### Register map, names as in the netlist, run 1

The bar under the picture is 20 um long.
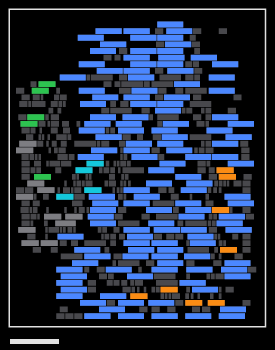
### Congestion heat map, run 1

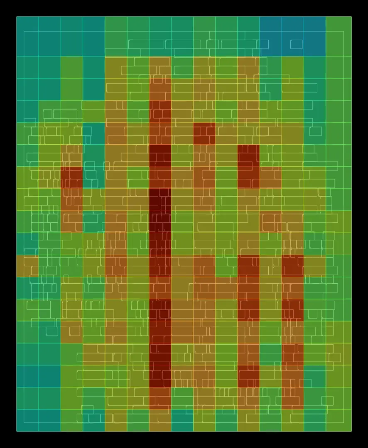
### M2 wires, run 1

The bar under the picture is 20 um long.
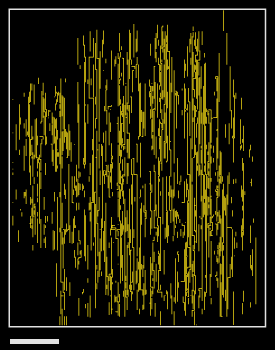
File: config.mk
export PLATFORM = sky130hd
export DESIGN_NAME = fifo_sync_param_flat
export DESIGN_NICKNAME = d
export VERILOG_FILES = /design/src/rtl/fifo_sync_param_pkg.sv /design/src/rtl/fifo_sync_param_if.sv /design/src/rtl/fifo_sync_param_mem.sv /design/src/rtl/fifo_sync_param.sv /design/src/flat_wrapper.sv
export SDC_FILE = /design/constraint.sdc
export NUM_CORES = 1
export LEC_CHECK = 0
export CAP_MARGIN = 30
export CORE_ASPECT_RATIO = 1.25
export CORE_MARGIN = 2
export CORE_UTILIZATION = 50
export DETAILED_ROUTE_END_ITERATION = 10
export PLACE_DENSITY = 0.68
export SYNTH_ARGS = -nofsm -noshare
export SYNTH_HDL_FRONTEND = slang
export SYNTH_HIERARCHICAL = 1
export SYNTH_SLANG_ARGS = --single-unit
File: constraint.sdc
create_clock -name clk -period 6.6 [get_ports clk]
set_input_delay 1.32 -clock clk [delete_from_list [all_inputs] [get_ports clk]]
set_output_delay 1.32 -clock clk [all_outputs]
set_load 0.005 [all_outputs]
File: src/rtl/fifo_sync_param_pkg.sv
`default_nettype none
// ============================================================================
// Module      : fifo_pkg
// Description : Shared width helpers and the error-flag type for the
//               parametrised single-clock FIFO.
//                 ptr_width(depth)   - address/pointer width, clog2(depth)
//                 count_width(depth) - occupancy width, clog2(depth)+1, so
//                                      that a count of DEPTH can be held
//                 fifo_err_t         - sticky {overflow, underflow} flags
// Revision    : 1.0 - initial release
// ============================================================================
package fifo_pkg;

  function automatic int ptr_width(input int depth);
    return $clog2(depth);
  endfunction

  function automatic int count_width(input int depth);
    return $clog2(depth) + 1;
  endfunction

  typedef struct packed {
    logic overflow;
    logic underflow;
  } fifo_err_t;

endpackage
`default_nettype wire

File: src/rtl/fifo_sync_param_if.sv
`default_nettype none
// ============================================================================
// Module      : fifo_if
// Description : Write/read handshake bundle of the parametrised FIFO.
//               master : producer/consumer side (drives wr_en, wr_data,
//                        rd_en, clr_err; observes data, status and errors)
//               slave  : FIFO side (the mirror image)
//               Status/data signals: rd_data, rd_valid, full, empty,
//               almost_full, almost_empty, count, overflow, underflow.
// Revision    : 1.0 - initial release
// ============================================================================
interface fifo_if
  import fifo_pkg::*;
#(
  parameter int DATA_WIDTH = 8,
  parameter int DEPTH      = 16
);

  localparam int CW = count_width(DEPTH);

  logic                  wr_en;
  logic [DATA_WIDTH-1:0] wr_data;
  logic                  rd_en;
  logic                  clr_err;
  logic [DATA_WIDTH-1:0] rd_data;
  logic                  rd_valid;
  logic                  full;
  logic                  empty;
  logic                  almost_full;
  logic                  almost_empty;
  logic [CW-1:0]         count;
  logic                  overflow;
  logic                  underflow;

  modport master (
    output wr_en, wr_data, rd_en, clr_err,
    input  rd_data, rd_valid, full, empty, almost_full, almost_empty,
           count, overflow, underflow
  );

  modport slave (
    input  wr_en, wr_data, rd_en, clr_err,
    output rd_data, rd_valid, full, empty, almost_full, almost_empty,
           count, overflow, underflow
  );

endinterface
`default_nettype wire

File: src/rtl/fifo_sync_param_mem.sv
`default_nettype none
// ============================================================================
// Module      : fifo_mem
// Description : Simple dual-port RAM, DEPTH x DATA_WIDTH, one write port and
//               one registered read port.
//   clk, rst          - clock / synchronous reset (clears read register only)
//   wr_en, wr_addr,
//   wr_data           - write port
//   rd_en, rd_addr    - read port; rd_data updates only when rd_en is high
//   rd_data           - registered read data
// Revision    : 1.0 - initial release
// ============================================================================
module fifo_mem
  import fifo_pkg::*;
#(
  parameter int DATA_WIDTH = 8,
  parameter int DEPTH      = 16,
  parameter int AW         = ptr_width(DEPTH)
) (
  input  wire logic                  clk,
  input  wire logic                  rst,
  input  wire logic                  wr_en,
  input  wire logic [AW-1:0]         wr_addr,
  input  wire logic [DATA_WIDTH-1:0] wr_data,
  input  wire logic                  rd_en,
  input  wire logic [AW-1:0]         rd_addr,
  output logic      [DATA_WIDTH-1:0] rd_data
);

  // Storage is intentionally not reset.
  logic [DATA_WIDTH-1:0] mem [DEPTH];

  always_ff @(posedge clk) begin
    if (wr_en) begin
      mem[wr_addr] <= wr_data;
    end
  end

  // Read register holds its value between accepted reads.
  always_ff @(posedge clk) begin
    if (rst) begin
      rd_data <= '0;
    end else if (rd_en) begin
      rd_data <= mem[rd_addr];
    end
  end

endmodule
`default_nettype wire

File: src/rtl/fifo_sync_param.sv
`default_nettype none
// ============================================================================
// Module      : fifo_sync_param
// Description : Parametrised single-clock FIFO controller. Holds pointers,
//               explicit occupancy counter, registered status flags and
//               sticky error flags; storage lives in fifo_mem.
//   clk  - clock, all logic on the rising edge
//   rst  - synchronous active-high reset
//   bus  - fifo_if slave port (write/read requests, data, status, errors)
// Revision    : 1.0 - initial release
// ============================================================================
module fifo_sync_param
  import fifo_pkg::*;
#(
  parameter int DATA_WIDTH = 8,
  parameter int DEPTH      = 16,
  parameter int AF_LEVEL   = DEPTH - 2,
  parameter int AE_LEVEL   = 2
) (
  input wire logic clk,
  input wire logic rst,
  fifo_if.slave    bus
);

  localparam int            PW      = ptr_width(DEPTH);
  localparam int            CW      = count_width(DEPTH);
  localparam logic [CW-1:0] DEPTH_C = CW'(DEPTH);
  localparam logic [CW-1:0] AF_C    = CW'(AF_LEVEL);
  localparam logic [CW-1:0] AE_C    = CW'(AE_LEVEL);

  generate
    if ((DEPTH < 2) || ((DEPTH & (DEPTH - 1)) != 0)) begin : g_chk_depth
      $error("fifo_sync_param: DEPTH must be a power of two >= 2");
    end
    if (DATA_WIDTH < 1) begin : g_chk_width
      $error("fifo_sync_param: DATA_WIDTH must be >= 1");
    end
    if ((AE_LEVEL < 0) || (AE_LEVEL >= AF_LEVEL) || (AF_LEVEL > DEPTH)) begin : g_chk_levels
      $error("fifo_sync_param: need 0 <= AE_LEVEL < AF_LEVEL <= DEPTH");
    end
  endgenerate

  logic [PW-1:0]         wptr;
  logic [PW-1:0]         rptr;
  logic [CW-1:0]         cnt;
  logic [CW-1:0]         cnt_next;
  logic                  rd_acc;
  logic                  wr_acc;
  fifo_err_t             err;
  fifo_err_t             err_next;
  logic                  full_q;
  logic                  empty_q;
  logic                  afull_q;
  logic                  aempty_q;
  logic                  rd_valid_q;
  logic [DATA_WIDTH-1:0] mem_rd_data;

  // Accept decisions use only registered flags, so no output depends
  // combinationally on wr_en/rd_en. A write into a full FIFO is allowed
  // when a read frees a slot on the same edge.
  assign rd_acc = bus.rd_en & ~empty_q;
  assign wr_acc = bus.wr_en & (~full_q | rd_acc);

  always_comb begin
    cnt_next = cnt;
    case ({wr_acc, rd_acc})
      2'b10:   cnt_next = cnt + CW'(1);
      2'b01:   cnt_next = cnt - CW'(1);
      default: cnt_next = cnt;
    endcase
  end

  // Set wins over clear when both happen on the same edge.
  always_comb begin
    err_next = err;
    if (bus.clr_err) begin
      err_next = '0;
    end
    if (bus.wr_en && !wr_acc) begin
      err_next.overflow = 1'b1;
    end
    if (bus.rd_en && !rd_acc) begin
      err_next.underflow = 1'b1;
    end
  end

  always_ff @(posedge clk) begin
    if (rst) begin
      wptr       <= '0;
      rptr       <= '0;
      cnt        <= '0;
      full_q     <= 1'b0;
      empty_q    <= 1'b1;
      afull_q    <= 1'b0;
      aempty_q   <= 1'b1;
      rd_valid_q <= 1'b0;
      err        <= '0;
    end else begin
      if (wr_acc) begin
        wptr <= wptr + PW'(1);
      end
      if (rd_acc) begin
        rptr <= rptr + PW'(1);
      end
      cnt        <= cnt_next;
      // Flags come from the next-state count so they line up with count.
      full_q     <= (cnt_next == DEPTH_C);
      empty_q    <= (cnt_next == '0);
      afull_q    <= (cnt_next >= AF_C);
      aempty_q   <= (cnt_next <= AE_C);
      rd_valid_q <= rd_acc;
      err        <= err_next;
    end
  end

  fifo_mem #(
    .DATA_WIDTH (DATA_WIDTH),
    .DEPTH      (DEPTH)
  ) u_mem (
    .clk     (clk),
    .rst     (rst),
    .wr_en   (wr_acc & ~rst),
    .wr_addr (wptr),
    .wr_data (bus.wr_data),
    .rd_en   (rd_acc & ~rst),
    .rd_addr (rptr),
    .rd_data (mem_rd_data)
  );

  assign bus.rd_data      = mem_rd_data;
  assign bus.rd_valid     = rd_valid_q;
  assign bus.full         = full_q;
  assign bus.empty        = empty_q;
  assign bus.almost_full  = afull_q;
  assign bus.almost_empty = aempty_q;
  assign bus.count        = cnt;
  assign bus.overflow     = err.overflow;
  assign bus.underflow    = err.underflow;

endmodule
`default_nettype wire

File: src/flat_wrapper.sv
// flat-port wrapper written by rule: the top's interface ports become plain ports
module fifo_sync_param_flat import fifo_pkg::*;
#(
  parameter int DATA_WIDTH = 8,
  parameter int DEPTH      = 16,
  parameter int AF_LEVEL   = DEPTH - 2,
  parameter int AE_LEVEL   = 2
)
  (clk, rst, bus_wr_en, bus_wr_data, bus_rd_en, bus_clr_err, bus_rd_data, bus_rd_valid, bus_full, bus_empty, bus_almost_full, bus_almost_empty, bus_count, bus_overflow, bus_underflow);
  fifo_if #(.DATA_WIDTH(DATA_WIDTH), .DEPTH(DEPTH)) bus_i ();
  input wire logic clk;
  input wire logic rst;
  input wire logic [$bits(bus_i.wr_en)-1:0] bus_wr_en;
  input wire logic [$bits(bus_i.wr_data)-1:0] bus_wr_data;
  input wire logic [$bits(bus_i.rd_en)-1:0] bus_rd_en;
  input wire logic [$bits(bus_i.clr_err)-1:0] bus_clr_err;
  output wire logic [$bits(bus_i.rd_data)-1:0] bus_rd_data;
  output wire logic [$bits(bus_i.rd_valid)-1:0] bus_rd_valid;
  output wire logic [$bits(bus_i.full)-1:0] bus_full;
  output wire logic [$bits(bus_i.empty)-1:0] bus_empty;
  output wire logic [$bits(bus_i.almost_full)-1:0] bus_almost_full;
  output wire logic [$bits(bus_i.almost_empty)-1:0] bus_almost_empty;
  output wire logic [$bits(bus_i.count)-1:0] bus_count;
  output wire logic [$bits(bus_i.overflow)-1:0] bus_overflow;
  output wire logic [$bits(bus_i.underflow)-1:0] bus_underflow;
  assign bus_i.wr_en = bus_wr_en;
  assign bus_i.wr_data = bus_wr_data;
  assign bus_i.rd_en = bus_rd_en;
  assign bus_i.clr_err = bus_clr_err;
  assign bus_rd_data = bus_i.rd_data;
  assign bus_rd_valid = bus_i.rd_valid;
  assign bus_full = bus_i.full;
  assign bus_empty = bus_i.empty;
  assign bus_almost_full = bus_i.almost_full;
  assign bus_almost_empty = bus_i.almost_empty;
  assign bus_count = bus_i.count;
  assign bus_overflow = bus_i.overflow;
  assign bus_underflow = bus_i.underflow;
  fifo_sync_param #(.DATA_WIDTH(DATA_WIDTH), .DEPTH(DEPTH), .AF_LEVEL(AF_LEVEL), .AE_LEVEL(AE_LEVEL)) u_core (.clk(clk), .rst(rst), .bus(bus_i));
endmodule
==> run summary, run 1 <==
The layout was made with Yosys and OpenROAD.

Hold-check failures listed in the final report amount to 0. The worst path in the final design needs a cycle of 3.85 ns, including I/O delays and setup. Relative to the synthesized area, the layout overhead comes to 15.9%. At the worst endpoint, the arrival time is 4.15 ns. Before placement the cells fill 51.7% of the core. The number of fillers in the final layout is around 970. By instance count after routing, the leading logic cell types are 128 x sky130_fd_sc_hd__edfxtp_1, 66 x sky130_fd_sc_hd__mux2i_1, 32 x sky130_fd_sc_hd__clkdlybuf4s50_1, 32 x sky130_fd_sc_hd__nor2_1. The post-route netlist has 10.0% of its cells at a drive strength greater than 1. The kind of start point of the critical path is a primary input. The run finished with clean final reports. The timing startpoint of the critical path is bus_rd_en.

The internal power consumption is between 1500 and 2000 uW. The first-pass GRT wire length is about 20 mm. On the worst path, the slowest cell contributes a delay of ~0.47 ns. The number of buffers created by CTS is 17.

Setup repair after global routing left no endpoint under its margin. Combinational cells account for a little under an eighth of the total power. The initial antenna violation count is 0. Counting flops with a built-in enable in the synthesized netlist gives roughly 130.

The vertical die dimension is approximately 130 um. The signal on the critical path passes through clkdlybuf4s50_1, nand2b_1, a21boi_1, inv_1, ha_1, xor2_1, ha_1, o21ai_0, a221oi_1, a211oi_2, nor2_2, and3_1. For this run the aggregate overflow at the end of global routing stands at 0. The level count of the clock H-tree is 4.

The report lists the number of cells resized after CTS as 0. The weighted congestion reported at the end of routability-driven placement is between 0.7 and 0.8. The reg-to-reg startpoint is u_core/bus.empty. The area of the core is between 10000 and 15000 um^2.

The worst clock skew is 0.00918 ns. The logic depth of the worst path, buffers included is 12. The number of different library cells in the post-synthesis netlist is approximately 44. The worst path buffer plus inverter count is 2. The post-synthesis net count is ~440.

The clock-pin slew of the registers on the worst-case setup and hold paths is about 0.06 ns. According to the dpl log, the detail-placed design has an HPWL of approximately 8 mm. On the final layout, the worst hold slack is between 0.4 and 0.5 ns. The cell at the root of the clock tree is sky130_fd_sc_hd__clkbuf_16. STA reports a reg2reg setup slack of between 3 and 4 ns. The type of the setup path with the least slack is primary input to flop. The residual antenna-violating net count after detailed routing is 0. The mean cell area of the mapped netlist is roughly 15 um^2. The final number of setup-violating endpoints is 0. In this run, the clock network consumes between 30% and 40% of the power. The report puts the hold buffer count at CTS at 0. Per report_power, the sequential group accounts for 48.6% of the total.

The insertion delay to the later sink of the worst-skew pair is a little over 0.4 ns. Hold analysis shows the worst path with a depth of 2. The final layout contains around 480 nets.

The number of flip-flops and latches in the synthesized netlist is between 150 and 200. Entering global routing, the biggest net connects 37 pins. The critical path maximum fanout is 9. The dominant cell type by count on the critical path is sky130_fd_sc_hd__ha_1. Per the STA report, the cell with the highest stage delay on the worst path is sky130_fd_sc_hd__clkdlybuf4s50_1. CTS reports a maximum clock tree buffer depth of 2.

The number of cells reported by Yosys stat comes to 426. In the routed layout, each cell is associated on average with a via count of 5.53. The worst-case IR drop observed on VDD is approximately 170 uV. The count of maximum capacitance violations is 0. The antenna cell count is 0. For this run, asynchronously set or reset flops after synthesis account for 0%.

The clock sink count is approximately 160. The most common cell after layout, fill and taps aside is sky130_fd_sc_hd__edfxtp_1. The area of the die is 13600 um^2.

The required time of the critical path is around 6.9 ns. After the first detailed-routing iteration, the DRC count stood at about 250. After detailed routing, the number of remaining DRC violations is 0. TritonCTS built the clock tree. Following the worst setup path forward leads to its endpoint at u_core/bus.full.

In the final timing run, aggregate negative setup slack is 0 ns. The launch point of the worst min-delay path is recorded as u_core/u_mem/rd_data[4]. According to the report, the first pass of detailed routing completed in 4 iterations. For this run, the number of Yosys warnings is 6. The net switching power is 540 uW. The path class of the tightest hold or removal check is flop to flop. The kind of cell with the highest combined delay along the critical path is AND-OR/OR-AND gates. The floorplan report gives the top-level pin count as 33. In this run the power density over the cells is 321 nW/um^2. The number of warnings in the stage logs is 27. The dominant synthesized flop cell is sky130_fd_sc_hd__edfxtp_1. The cell count of the worst reg-to-reg path is 11.

For this run, the chip area from Yosys synthesis comes to around 6300 um^2. Before any placement, the netlist area is recorded as ~6300 um^2. The via count of the first global-routing pass was around 3600.

After technology mapping, the gate count stands at ~430. The leakage component of the power is ~0.0024 uW. The proportion of total power due to net switching is roughly 23%. Once the clock tree was built, the setup fixing pass inserted 0 buffers.

The number of I/O port buffers is 32. Per the timing report, the most critical flop-to-flop path finishes at u_core/bus.full. Ranked by total cell area, the synthesized netlist is headed by sky130_fd_sc_hd__edfxtp_1 61%, sky130_fd_sc_hd__mux2i_1 10%, sky130_fd_sc_hd__dfxtp_1 8.9%. Measured against its own limit, the worst slew margin works out to 37.9%. The worst hold path terminates at u_core/u_mem/rd_data[4]. The floorplan has approximately 45 rows. The synthesized design spends more area on one cell type than any other, namely sky130_fd_sc_hd__edfxtp_1. Sequential elements use between 60% and 70% of the synthesized area. The category of the worst setup path capture point is a flop. The timing-limited maximum frequency is between 0.2 and 0.3 GHz. The area share of the largest cell type after synthesis is between 60% and 70%.

Per the final report, max-transition violations number 0. The slew at the pin closest to its max-slew limit is between 0.9 and 1 ns. The horizontal die dimension is between 100 and 150 um.

The share of the cycle needed by the critical path after routing is 58.3%.
About 'Register map, names as in the netlist':
green -> u_core/bus.count  # sequential cells 5
blue -> u_core/u_mem/mem  # sequential cells 128
orange -> u_core/u_mem/rd_data  # sequential cells 8, where bottom right
cyan -> u_core/wptr  # sequential cells 4
not coloured = 11
Flop+latch power: 1140 uW
Post-Route Utilization: 60.0%

About 'Congestion heat map':
met2 usage in global routing: 35.2%
aggregate global-route resource usage: 19.8%
GR Util met1: 23.8%
met3 demand-to-capacity share in global routing: 5.29%
wire length per cell after detailed routing: 19.6 um

About 'M2 wires':
longest straight run = 83.5 um
share of all routed wire = 51%
nets with wire on the layer = 418
main direction = vertical
wire length on this layer = 6450 um
via count of the routed design: 3554
routed wire length: 12.6 mm

==> run 1: layout make-up <==
cell class                 instances  area [um^2]  share of cell area, %
multi-input combinational        245         1720                   23.5
clock inverter                     8         47.5                  0.649
inverter                           5         18.8                  0.256
clock buffer                      24          547                   7.46
sequential                       156         4410                   60.2
timing repair buffer              41          383                   5.22
tap                              164          205                   2.80
==> run 1: cell usage after synthesis, types with 2 or more instances <==
cell / count
sky130_fd_sc_hd__xnor2_1: 3
sky130_fd_sc_hd__edfxtp_1: 128
sky130_fd_sc_hd__a21oi_2: 2
sky130_fd_sc_hd__inv_1: 5
sky130_fd_sc_hd__mux2i_1: 66
sky130_fd_sc_hd__nand4_1: 2
sky130_fd_sc_hd__a21oi_1: 12
sky130_fd_sc_hd__nor3_1: 5
sky130_fd_sc_hd__nand3_1: 26
sky130_fd_sc_hd__dfxtp_1: 28
sky130_fd_sc_hd__ha_1: 5
sky130_fd_sc_hd__nand2_1: 27
sky130_fd_sc_hd__clkbuf_1: 2
sky130_fd_sc_hd__and2b_1: 2
sky130_fd_sc_hd__nand3b_1: 3
sky130_fd_sc_hd__buf_8: 3
sky130_fd_sc_hd__a22oi_1: 26
sky130_fd_sc_hd__nor2b_1: 5
sky130_fd_sc_hd__nor2_1: 32
sky130_fd_sc_hd__nand2b_1: 3
sky130_fd_sc_hd__buf_2: 9
sky130_fd_sc_hd__a31o_1: 2
sky130_fd_sc_hd__buf_6: 3
sky130_fd_sc_hd__xor2_1: 6
sky130_fd_sc_hd__buf_12: 2
==> run 1: state kept, by name, indices dropped and copies added, names as in the netlist <==
name                     cells
u_core/bus.almost_full       1
u_core/u_mem/rd_data         8
u_core/bus.overflow          1
u_core/u_mem/mem           128
u_core/bus.full              1
u_core/bus.almost_empty      1
u_core/rptr                  4
u_core/bus.empty             1
u_core/wptr                  4
u_core/bus.count             5
u_core/bus.underflow         1
u_core/bus.rd_valid          1
==> run 1: cells by family after synthesis <==
kind of cell               synth area share (%)
and+or+nand+nor                            8.39
buffers and inverters                      3.13
AOI/OAI and AO/OA                          5.86
adders and majority gates                 0.990
muxes                                      10.5
xor gates and xnor gates                   1.50
DFF                                        69.7
==> run 1: per-stage QoR <==
stage	setup slack [ns]	cells	total power (uW)	utilization, %	cell area [um^2]
floorplan	3.05	426	1320	-	6320
global placement	2.30	606	1420	54.8	6700
detailed placement	2.18	610	1430	55.1	6730
CTS	2.62	642	2370	59.9	7320
global route	2.54	643	2440	60.0	7330
finish	2.75	643	2350	60.0	7330
==> run 1: layer usage <==
metal	wire (um)	vias up	GRT usage (%)
met4	130	0	6.04
met1	5390	1758	23.8
met2	6450	91	35.2
met5	0	-	0
li1	-	1695	-
met3	600	10	5.29
==> run 1: power groups by stage <==
stage          logic [uW]  clock network [uW]  registers [uW]
2_1_floorplan         174                   0            1150
3_3_place_gp          259                   0            1160
3_5_place_dp          268                   0            1160
4_1_cts               271                 954            1140
5_1_grt               300                 997            1150
6_report              270                 938            1140
### Metal 3, run 1

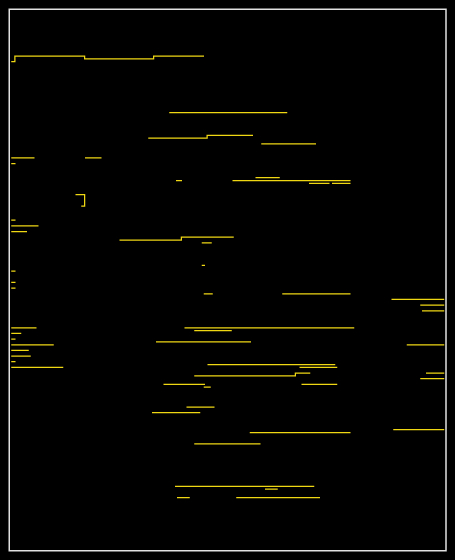

==> run 2: changes to the inputs <==
Clock period 6.6 ns to 3.8 ns, I/O delays scaled along.
### Metal 3, run 2

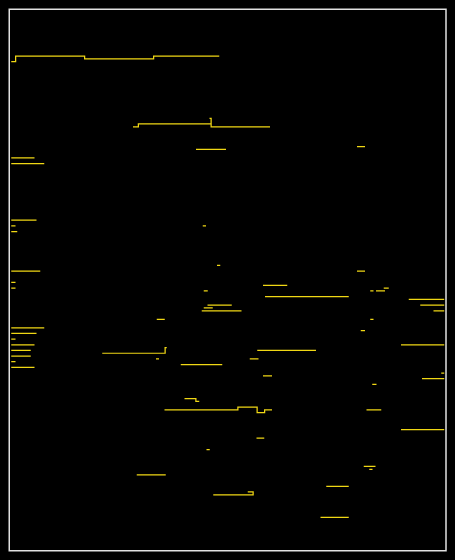
wire length on this layer = 365 um
main direction = horizontal
longest straight run = 19.8 um
nets with wire on the layer = 41
share of all routed wire = 2.9%
met3 demand-to-capacity share in global routing: 4.25%
via count of the routed design: 3613
routed wire length: 12.5 mm

==> run 2 against run 1 <==
Cell count is 2.0% higher. Sequential cell count stayed put. Largest cell class unchanged. Design area is 2.7% higher. Sequential share of layout area is 1.6 points lower. Via count is 1.7% higher. Critical path type unchanged. First-iteration DRC count is 8.7% higher. Clock skew is 0.0026 ns higher.
==> run summary, run 2 <==
The layout was made with Yosys and OpenROAD.

The flow ran to the end, and the final reports show no timing, DRC or antenna violations. The detailed-route wire length per cell came to 19.1 um (-2.6%). The timing-limited maximum frequency is 0.319 GHz.

The level count of the clock H-tree was 4 (unchanged). Ranking logic cells in the layout by count gives the top entries 128 x sky130_fd_sc_hd__edfxtp_1, 66 x sky130_fd_sc_hd__mux2i_1, 32 x sky130_fd_sc_hd__clkdlybuf4s50_1, 32 x sky130_fd_sc_hd__nor2_1. The share of synthesized area occupied by flip-flops and latches is 69.7% (unchanged).

The area of the synthesized netlist per yosys stat was 6320 um^2 (unchanged). The final instance count without filler cells was 656 (+2.0%). The horizontal die dimension was 105 um (unchanged).

The post-CTS repair timing setup buffer count is 0 (unchanged). The post-synthesis instance total was 426 (unchanged). The cell count of the worst reg-to-reg path came to 11 (unchanged). Per the timing report, the most critical flop-to-flop path originates at u_core/bus.empty. Setup repair after global routing left no endpoint under its margin. The proportion of power drawn by combinational gates is 11.0% (-0.5 points). The reg-to-reg critical path endpoint is u_core/bus.full. The pre-CTS setup slack is 0.250 ns (-1.93 ns).

The starting utilization of the core area is 51.7% (unchanged). The net switching power is 928 uW (+72%). The worst-case headroom to the max-slew limit is 37.6% (-0.25 points).

The synthesis report names the predominant flop master as sky130_fd_sc_hd__edfxtp_1. The internal power consumption is 3420 uW (+89%). The number of I/O port buffers was 32 (unchanged). The leakage component of the power is 0.00248 uW (+4.2%).

The most numerous cell type found on the critical path is sky130_fd_sc_hd__ha_1. The flip-flop count of the largest register after layout is 128 (unchanged). The number of instances in the placed design is 624 (+2.3%).

STA classifies the critical path startpoint as a primary input. The clock period could shrink to roughly 3.1 ns. The number of flip-flops and latches in the synthesized netlist was 156 (unchanged). The post-layout net count was 497 (+2.7%). The mean cell area of the mapped netlist was 14.8 um^2 (unchanged). The DRC violations left is 0 (unchanged). The category of the worst setup path capture point is a flop. The total power per unit cell area came to 578 nW/um^2 (+80%). The weighted congestion reported at the end of routability-driven placement is 0.811 (+3.5%).

The number of buffers created by CTS is 17 (unchanged). The area of the core is 12200 um^2 (unchanged). The timing report shows that the slowest cell on the worst path is sky130_fd_sc_hd__clkdlybuf4s50_1. The slew at the pin closest to its max-slew limit is 0.931 ns (+0.00304 ns). The area growth from synthesis to final layout is 19.1%. The post-synthesis net count was 444 (unchanged). The count of cells along the worst hold path is 2 (unchanged). The number of different library cells in the post-synthesis netlist is 44 (unchanged).

The insertion delay to the later sink of the worst-skew pair is 0.41 ns (about the same). The ratio of cells with drive above 1 in the final layout is 12.0% (+2.0 points). The final worst hold slack is 0.460 ns (+0.00665 ns).

The pin count of the biggest net entering global routing is 55 (+49%). The final worst slack is 0.668 ns (-2.09 ns). The overall routing resource usage is 19.8% (about the same). The number of gates given a new drive strength after cts came to 0 (unchanged).

The fraction of synthesis flops using an asynchronous set or reset pin came to 0% (unchanged). The residual antenna-violating net count after detailed routing came to 0 (unchanged). The proportion of total power due to net switching is 21.3% (-1.7 points). The area of the die is 13600 um^2 (unchanged). Ranked by flip-flop count, first place goes to u_core/u_mem/mem. The most area-hungry cell type in the Yosys netlist is sky130_fd_sc_hd__edfxtp_1.

The most frequently used library cell after synthesis is sky130_fd_sc_hd__edfxtp_1. The arrival time at the worst endpoint is 3.44 ns (-0.71 ns). The count of flip-flops with a built-in enable after synthesis is 128 (unchanged). The number of buffers on the longest clock path is 2 (unchanged). The number of warnings reported in the yosys synthesis log is 6 (unchanged). The share of total power in sequential cells is 45.6% (-3.0 points). In the setup report, the worst path falls into the class primary input to flop. The violation count after the first detailed-route iteration is 275 (+8.7%). The number of rows in the core area was 45 (unchanged). The first-pass detailed-route iteration total is 4 (unchanged).

In the finished design, the share of the clock period the worst path needs comes to 82.4%. The clock-pin slew of the registers on the worst-case setup and hold paths is 0.06 ns (about the same). For reference, the top cells by count after synthesis are 128 x sky130_fd_sc_hd__edfxtp_1, 66 x sky130_fd_sc_hd__mux2i_1, 32 x sky130_fd_sc_hd__nor2_1.

The initial antenna violation count is 0 (unchanged). The residual overflow from global routing was 0 (unchanged). The top cell type in the final layout, fill and taps aside, is sky130_fd_sc_hd__edfxtp_1. The clock share of power was 43.5% (+3.6 points). The longest individual stage delay on the worst path is 0.47 ns (about the same). The maximum fanout along the worst path came to 9 (unchanged). The count of maximum capacitance violations is 0 (unchanged). The via count of the first global-routing pass is 3779 (+4.8%). The critical hold path startpoint is u_core/u_mem/rd_data[4]. The first-pass GRT wire length was 19.9 mm (+1.8%). The final max-slew violation count is 0 (unchanged).

The tree is rooted in a sky130_fd_sc_hd__clkbuf_16. The number of buffers added to fix hold violations after cts was 0 (unchanged). The clock sink count is 156 (unchanged).

The setup slack of the most critical reg-to-reg path is 1.07 ns (-2.66 ns). The required time of the critical path is 4.11 ns (-2.80 ns). The I/O pin count is 33 (unchanged). The antenna cell count is 0 (unchanged). The number of failing hold endpoints at the final stage came to 0 (unchanged). The synthesis report lists the most area-consuming cells as sky130_fd_sc_hd__edfxtp_1 61%, sky130_fd_sc_hd__mux2i_1 10%, sky130_fd_sc_hd__dfxtp_1 8.9%. The vertical die dimension was 130 um (unchanged). The area share of the largest cell type after synthesis is 60.8% (unchanged). The detailed placement HPWL is 7.98 mm (+0.46%).

The final number of setup-violating endpoints came to 0 (unchanged). The TritonCTS clock tree is yes. The worst clock skew is 0.0118 ns (+0.00261 ns). The path category of the worst min-delay check is flop to flop.

The post-synth design cell area is 6320 um^2 (unchanged). The number of warnings in the stage logs is 27 (unchanged). STA shows the worst min-delay path finishing at u_core/u_mem/rd_data[4]. The post-route setup TNS is 0 ns (unchanged).

The worst supply voltage drop on vdd is 304 uV (+80%). The total cells reported by yosys after synthesis came to 426 (unchanged). The ratio of routed vias to standard cells is 5.51 (-0.35%). The number of fillers in the final layout is 935 (-3.5%). The report lists the cells along the critical path as clkdlybuf4s50_1, nand2b_1, a21boi_1, inv_1, ha_1, xor2_1, ha_1, o21ai_0, a221oi_1, a211oi_2, nor2_2, and3_1.
[run 2: layout make-up]
type	instances	area, um^2	share of cell area (%)
flip-flops and latches	156	4410	58.5
multi-input cells	245	1720	22.9
repair buffers	54	505	6.71
clock buffers	25	485	6.45
well taps	164	205	2.73
clock inverters	7	185	2.46
inverters	5	18.8	0.249
[run 2: cells by family (layout without fill, tap and decap cells)]
group	after synthesis	in the layout	synth area share, %
AND-OR/OR-AND	52	52	5.86
XOR/XNOR	10	10	1.50
adder cells (fa/ha/maj)	5	5	0.990
buffers and inverters	25	91	3.13
flip-flops	156	156	69.7
multiplexers	66	66	10.5
AND/OR/NAND/NOR	112	112	8.39
[run 2: how the worst max path moves through the flow]
| stage | startpoint | end | cells past startpoint |
|---|---|---|---|
| finish | bus_rd_en | u_core/bus.full | 12 |
| detailed placement | bus_rd_en | u_core/bus.full | 12 |
| global placement | bus_rd_en | u_core/bus.full | 12 |
| global route | bus_rd_en | u_core/bus.full | 12 |
| floorplan | bus_rd_en | u_core/u_mem/mem[0][0] | 6 |
| CTS | bus_rd_en | u_core/bus.full | 12 |
[run 2: metrics by stage]
| stage | power [uW] | cell area (um^2) | util [%] |
|---|---|---|---|
| 2_1_floorplan | 2290 | 6320 | - |
| 3_3_place_gp | 2470 | 6830 | 55.9 |
| 3_5_place_dp | 2490 | 6860 | 56.1 |
| 4_1_cts | 4380 | 7530 | 61.6 |
| 5_1_grt | 4510 | 7530 | 61.6 |
| 6_report | 4350 | 7530 | 61.6 |
[run 2: worst max-delay path, delay by kind of cell]
| kind | cells | cell delay (ns) |
|---|---|---|
| AOI/OAI and AO/OA | 4 | 0.99 |
| buffers and inverters | 2 | 0.58 |
| adders and majority gates | 2 | 0.54 |
| and+or+nand+nor | 3 | 0.35 |
| xor gates and xnor gates | 1 | 0.21 |
[run 2: power groups by stage]
stage	sequential, uW	clock [uW]	combinational (uW)
finish	1980	1890	477
global route	1990	2000	523
CTS	1980	1920	479
detailed placement	2020	0	474
global placement	2020	0	453
floorplan	1990	0	302
[run 2: per-layer routing]
metal | global-route usage [%] | part of all wire, % | wire length (um)
met5 | 0 | 0 | 0
met4 | 9.14 | 2.2 | 279
met3 | 4.25 | 2.9 | 364
met2 | 36.2 | 53 | 6680
met1 | 22.3 | 41 | 5170
Power figures rest on the tool's default switching activity, not on a simulated workload.
